`src/rtl/i2s_tx_serializer_if.sv`:
```
// rtl/i2s_tx_serializer_if.sv - register-side and I2S bus signals of the TX serializer
interface i2s_tx_serializer_if #(
    parameter int SLOT_W = 32
);
    logic [SLOT_W-1:0] tx_data;
    logic [31:0]       controls;
    logic              tx_wr;
    logic              reg_wen;
    logic              sck;
    logic              ws;
    logic              sd;
    logic              tx_underrun;

    modport master (
        output tx_data, controls, tx_wr,
        input  reg_wen, sck, ws, sd, tx_underrun
    );

    modport slave (
        input  tx_data, controls, tx_wr,
        output reg_wen, sck, ws, sd, tx_underrun
    );
endinterface

```
`src/rtl/i2s_tx_serializer.sv`:
```
// rtl/i2s_tx_serializer.sv - I2S master TX: holding buffer, sck divider, MSB-first slot shifter
// Optional mono mode (left word re-sent in the right slot) is built when I2S_TX_MONO_EN is defined.
module i2s_tx_serializer #(
    parameter int SLOT_W = 32,
    parameter int DIV_W  = 8
) (
    input  logic               pclk,
    input  logic               preset,
    i2s_tx_serializer_if.slave bus
);
    localparam int               BIT_W    = $clog2(SLOT_W);
    localparam logic [BIT_W-1:0] BIT_LAST = BIT_W'(SLOT_W - 1);

    typedef enum logic {IDLE, RUN} state_t;
    state_t state_q, state_d;

    logic [SLOT_W-1:0] hold_q, hold_d;
    logic [SLOT_W-1:0] shift_q, shift_d;
    logic [SLOT_W-1:0] wl_mask, slot_word;
    logic              hold_full_q, hold_full_d;
    logic [DIV_W-1:0]  div_q, div_d;
    logic [DIV_W-1:0]  div_lat_q, div_lat_d;
    logic [BIT_W-1:0]  bit_q, bit_d;
    logic [1:0]        wl_q, wl_d, wl_sel;
    logic              sck_q, sck_d;
    logic              ws_q, ws_d;
    logic              sd_q, sd_d;
    logic              underrun_q, underrun_d;
    logic              load;
    logic              unused_ctrl;

`ifdef I2S_TX_MONO_EN
    logic              mono_q, mono_d;
    logic              load_right;
    logic [SLOT_W-1:0] left_q, left_d;
    assign unused_ctrl = ^{bus.controls[31:16], bus.controls[7:4]};
`else
    assign unused_ctrl = ^{bus.controls[31:16], bus.controls[7:3]};
`endif

    // Word length is taken live on the enable cycle so the first load already uses it.
    assign wl_sel = (state_q == IDLE) ? bus.controls[2:1] : wl_q;

    always_comb begin
        case (wl_sel)
            2'b00:   wl_mask = {SLOT_W{1'b1}} << (SLOT_W - 16);
            2'b01:   wl_mask = {SLOT_W{1'b1}} << (SLOT_W - 24);
            default: wl_mask = {SLOT_W{1'b1}};
        endcase
    end

    assign slot_word = hold_q & wl_mask;

    always_comb begin
        state_d     = state_q;
        hold_d      = hold_q;
        hold_full_d = hold_full_q;
        shift_d     = shift_q;
        div_d       = div_q;
        div_lat_d   = div_lat_q;
        bit_d       = bit_q;
        wl_d        = wl_q;
        sck_d       = sck_q;
        ws_d        = ws_q;
        sd_d        = sd_q;
        underrun_d  = underrun_q;
        load        = 1'b0;
`ifdef I2S_TX_MONO_EN
        mono_d      = mono_q;
        left_d      = left_q;
        load_right  = 1'b0;
`endif

        case (state_q)
            IDLE: begin
                sck_d = 1'b0;
                ws_d  = 1'b0;
                sd_d  = 1'b0;
                div_d = '0;
                bit_d = '0;
                if (bus.controls[0]) begin
                    state_d   = RUN;
                    div_lat_d = bus.controls[8 +: DIV_W];
                    wl_d      = wl_sel;
`ifdef I2S_TX_MONO_EN
                    mono_d    = bus.controls[3];
`endif
                    load      = 1'b1;
                end
            end
            RUN: begin
                if (!bus.controls[0]) begin
                    state_d    = IDLE;
                    sck_d      = 1'b0;
                    ws_d       = 1'b0;
                    sd_d       = 1'b0;
                    div_d      = '0;
                    bit_d      = '0;
                    shift_d    = '0;
                    underrun_d = 1'b0;
                end else if (div_q == div_lat_q) begin
                    div_d = '0;
                    sck_d = ~sck_q;
                    if (sck_q) begin
                        // sck falling: sd takes the shifter MSB, so period 0 carries the old LSB.
                        sd_d    = shift_q[SLOT_W-1];
                        shift_d = shift_q << 1;
                        if (bit_q == BIT_LAST) begin
                            bit_d = '0;
                            ws_d  = ~ws_q;
                            load  = 1'b1;
`ifdef I2S_TX_MONO_EN
                            load_right = ~ws_q;
`endif
                        end else begin
                            bit_d = bit_q + 1'b1;
                        end
                    end
                end else begin
                    div_d = div_q + 1'b1;
                end
            end
            default: state_d = IDLE;
        endcase

        if (load) begin
            if (hold_full_q) begin
                shift_d     = slot_word;
                hold_full_d = 1'b0;
            end else begin
                shift_d    = '0;
                underrun_d = 1'b1;
            end
`ifdef I2S_TX_MONO_EN
            if (load_right && mono_q) begin
                shift_d     = left_q;
                hold_full_d = hold_full_q;
                underrun_d  = underrun_q;
            end else begin
                left_d = hold_full_q ? slot_word : '0;
            end
`endif
        end

        if (bus.tx_wr && !hold_full_q) begin
            hold_d      = bus.tx_data;
            hold_full_d = 1'b1;
        end
    end

    always_ff @(posedge pclk or posedge preset) begin
        if (preset) begin
            state_q     <= IDLE;
            hold_q      <= '0;
            hold_full_q <= 1'b0;
            shift_q     <= '0;
            div_q       <= '0;
            div_lat_q   <= '0;
            bit_q       <= '0;
            wl_q        <= '0;
            sck_q       <= 1'b0;
            ws_q        <= 1'b0;
            sd_q        <= 1'b0;
            underrun_q  <= 1'b0;
`ifdef I2S_TX_MONO_EN
            mono_q      <= 1'b0;
            left_q      <= '0;
`endif
        end else begin
            state_q     <= state_d;
            hold_q      <= hold_d;
            hold_full_q <= hold_full_d;
            shift_q     <= shift_d;
            div_q       <= div_d;
            div_lat_q   <= div_lat_d;
            bit_q       <= bit_d;
            wl_q        <= wl_d;
            sck_q       <= sck_d;
            ws_q        <= ws_d;
            sd_q        <= sd_d;
            underrun_q  <= underrun_d;
`ifdef I2S_TX_MONO_EN
            mono_q      <= mono_d;
            left_q      <= left_d;
`endif
        end
    end

    assign bus.reg_wen     = ~hold_full_q;
    assign bus.sck         = sck_q;
    assign bus.ws          = ws_q;
    assign bus.sd          = sd_q;
    assign bus.tx_underrun = underrun_q;
endmodule

```
`src/flat_wrapper.sv`:
```
// flat-port wrapper written by rule: the top's interface ports become plain ports
module i2s_tx_serializer_flat 
#(
    parameter int SLOT_W = 32,
    parameter int DIV_W  = 8
)
  (pclk, preset, bus_tx_data, bus_controls, bus_tx_wr, bus_reg_wen, bus_sck, bus_ws, bus_sd, bus_tx_underrun);
  i2s_tx_serializer_if #(.SLOT_W(SLOT_W)) bus_i ();
  input  logic pclk;
  input  logic preset;
  input wire logic [$bits(bus_i.tx_data)-1:0] bus_tx_data;
  input wire logic [$bits(bus_i.controls)-1:0] bus_controls;
  input wire logic [$bits(bus_i.tx_wr)-1:0] bus_tx_wr;
  output wire logic [$bits(bus_i.reg_wen)-1:0] bus_reg_wen;
  output wire logic [$bits(bus_i.sck)-1:0] bus_sck;
  output wire logic [$bits(bus_i.ws)-1:0] bus_ws;
  output wire logic [$bits(bus_i.sd)-1:0] bus_sd;
  output wire logic [$bits(bus_i.tx_underrun)-1:0] bus_tx_underrun;
  assign bus_i.tx_data = bus_tx_data;
  assign bus_i.controls = bus_controls;
  assign bus_i.tx_wr = bus_tx_wr;
  assign bus_reg_wen = bus_i.reg_wen;
  assign bus_sck = bus_i.sck;
  assign bus_ws = bus_i.ws;
  assign bus_sd = bus_i.sd;
  assign bus_tx_underrun = bus_i.tx_underrun;
  i2s_tx_serializer #(.SLOT_W(SLOT_W), .DIV_W(DIV_W)) u_core (.pclk(pclk), .preset(preset), .bus(bus_i));
endmodule
```
`config.mk`:
```
export PLATFORM = sky130hd
export DESIGN_NAME = i2s_tx_serializer_flat
export DESIGN_NICKNAME = d
export VERILOG_FILES = /design/src/rtl/i2s_tx_serializer_if.sv /design/src/rtl/i2s_tx_serializer.sv /design/src/flat_wrapper.sv
export SDC_FILE = /design/constraint.sdc
export NUM_CORES = 1
export LEC_CHECK = 0
export CELL_PAD_IN_SITES_DETAIL_PLACEMENT = 2
export CELL_PAD_IN_SITES_GLOBAL_PLACEMENT = 2
export CORE_MARGIN = 2
export CORE_UTILIZATION = 31
export DETAILED_ROUTE_END_ITERATION = 10
export HOLD_SLACK_MARGIN = 0.06
export PLACE_DENSITY = 0.78
export SLEW_MARGIN = 20
export SYNTH_ARGS = -nofsm -noshare
export SYNTH_HDL_FRONTEND = slang
export SYNTH_SLANG_ARGS = --single-unit
```
`constraint.sdc`:
```
create_clock -name pclk -period 2.7 [get_ports pclk]
set_input_delay 0.54 -clock pclk [delete_from_list [all_inputs] [get_ports pclk]]
set_output_delay 0.54 -clock pclk [all_outputs]
set_load 0.05 [all_outputs]
```
Fig. 1: gate-type map
Scale bar: 20 um.
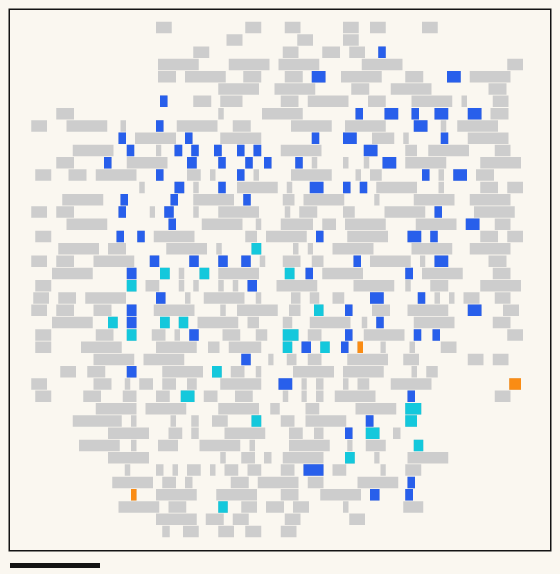
legend:
  cyan:
    family: and/or cells
    cells: 22
  orange:
    family: inv cells
    cells: 3
  blue:
    family: aoi and oai cells
    cells: 86
Top cell excl fill/tap: dfrtp_1
Post-Layout Cell Count: 605
Comb/total area: 32.6%

Fig. 2: pin map
Pins as bars across the die edge, other pins in gray.
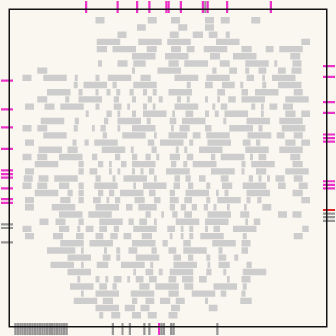
legend:
  magenta:
    port: `bus_tx_data`
    pins: 32
    direction: input
    edge: 11 top, 10 left, 10 right, 1 bottom
  red:
    port: `bus_reg_wen`
    pins: 1
    direction: output
    edge: right
all pins by edge: 33 bottom, 14 right, 13 left, 12 top

Fig. 3: sequential cells colored by netlist name
Other sequential cells in the stronger gray, the rest of the logic in the fainter gray.
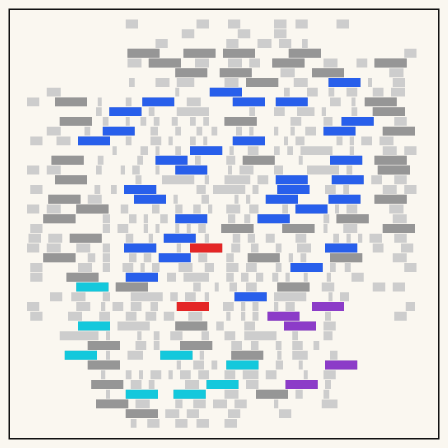
legend:
  purple:
    name_in_the_netlist: `u_core.bit_q`
    sequential_cells: 5
  blue:
    name_in_the_netlist: `u_core.shift_q`
    sequential_cells: 32
  red:
    name_in_the_netlist: `u_core.wl_q`
    sequential_cells: 2
  cyan:
    name_in_the_netlist: `u_core.div_lat_q`
    sequential_cells: 8
not colored: 46
seq pwr: 1.77 mW
Seq area share: 44.7%
Layout Utilization: 39.7%
flip-flop and latch area: 2330 sq um

==> results_dict.tcl <==
# flow metrics
set metrics [dict create \
    clkPwrFrac_pct 36.5 \
    worstSetupStartpoint "u_core.div_q[2]" \
    drt_iter0_drc 180 \
    edf_count 0 \
    nClkBuffers 11 \
    inverters 3 \
    nFillCells 1399 \
    setup_viol 0 \
    antenna_found_initial 0 \
    wl_per_cell_um 19.0 \
    synth-xor-area-share_pct 3.39 \
    maxSlewViolCount 0 \
    chipArea_sq_um 14300 \
    hold_buffers 0 \
    lay_top_cells "93 x dfrtp_1, 50 x clkdlybuf4s50_1, 49 x nor2_1, 42 x mux2_2, 39 x a21oi_1" \
    use_met1_pct 20.4 \
    area_growth_pct 26.0 \
    synthMuxAreaShare_pct 11.9 \
    synthArstFlopShare_pct 100 \
    drc 0 \
    cts_tree "done" \
    grt.busiest_layer "met2" \
    pwr-share-seq_pct 48.6 \
    grt.total_usage_pct 17.3 \
    p_comb_share_pct 14.9 \
    clkSinkCount 93 \
    fin_skew_ns 0.00868 \
    ys_seq_share_pct 56.3 \
    cts_buffer_depth 2 \
    period_used_pct 90.0 \
    p_leak_nw 2.14 \
    buf_share_pct 12.1 \
    initial_utilization_pct 31.5 \
    htreeDepth 3 \
    ff2ff_setup_slack_ns 0.27 \
    hold-worst-slack_ns 0.510 \
    ios 72 \
    p_sw_mw 0.967 \
    clk_latency_ns 0.34 \
    period_needed_ns 2.43 \
    cts-buffers-inserted 9 \
    max-cap-violations 0 \
    clockNetworkAreaShare_pct 6.10 \
    simple_gate_area_share_pct 11.6 \
    dp_hpwl_um 7760 \
    r2r_start "u_core.div_q[2]" \
    cts_resized 0 \
    ff_type "dfrtp_1" \
    hold-path-endpoint "u_core.hold_q[9]" \
    switching_share_pct 26.5 \
    p_comb_mw 0.545 \
    reg2reg_depth 5 \
    grt_pass1_wl_um 19500 \
    overflow 0 \
    diodes 0 \
    synth-adder-area-share_pct 0.908 \
    grt_max_degree 55 \
    vias 3174 \
    die_x_um 119 \
    met2_usage_pct 31.5 \
    setup_tns_ns 0 \
    yosys_area_sq_um 4140 \
    worst_pin_slew_ns 0.768 \
    logic_family "AND-OR/OR-AND gates" \
    layout-drive-gt1-share_pct 17.7 \
    ant_nets 0 \
    irDropWorstVdd_v 0.000313 \
    first_pass_iters 4 \
    syn_area_per_cell_sq_um 11.1 \
    status "complete, no violations" \
    ys_cells 371 \
    arrival_ns 2.68 \
    worst_hold_path_type "reg2reg" \
    cts_setup_buffers 0 \
    crit_type "reg2reg" \
    cp-endpoint "u_core.bit_q[2]" \
    fin_nets 494 \
]
[logic make-up after synthesis]
group                      Yosys count
and+or+nand+nor                    101
AOI/OAI and AO/OA                   89
muxes                               44
DFF                                 93
buffers and inverters               25
xor gates and xnor gates            16
adders and majority gates            3
[registers in the layout (all words and copies together), names as in the netlist, 2 cells and up]
signal            cells
u_core.hold_q        32
u_core.shift_q       32
u_core.div_lat_q      8
u_core.div_q          8
u_core.bit_q          5
u_core.wl_q           2
[worst max-delay path: stages, from the launching register on]
cell     delay (ns)
dfrtp_1        0.46
xnor2_1        0.22
nand4_1        0.33
or3_1          0.64
or4b_1         0.53
a21oi_1        0.17
[synthesized netlist by cell type (2+ instances only)]
master     n  share of area, %
clkbuf_1  16               1.5
nand2_1   13               1.2
xnor2_1    9               1.9
nand3_1    7              0.85
nor2_1    49               4.4
a21oi_1   39               4.7
o21ai_0   12               1.5
buf_6      2              0.54
dfrtp_1   93                56
nand4_1    3              0.45
a31oi_1   17               2.6
nor3_1     2              0.24
nor2b_1    3              0.45
mux2i_1    2              0.48
inv_1      3              0.27
and3_1    11               1.7
or3_1      2              0.30
ha_1       3              0.91
and2_1     2              0.30
a32oi_1   16               3.4
mux2_2    42                11
buf_1      3              0.27
xor2_1     7               1.5
[stage by stage]
stage                     std cells  setup WS (ns)  cell area (sq um)  power (mW)
after global placement          589          0.287               4890        2.29
final                           605          0.270               5210        3.65
after floorplan                 371          0.494               4140        2.11
after CTS                       605          0.239               5210        3.71
after detailed placement        589          0.222               4890        2.35
after global routing            605         0.0699               5210        3.85
[metal layers]
metal	vias up	wire length, um	share of wire [%]
met1	1668	4810	42
met5	-	0	0
li1	1447	-	-
met2	46	6100	53
met4	0	239	2.1
met3	13	328	2.9
Power and IR drop assume default switching activity.
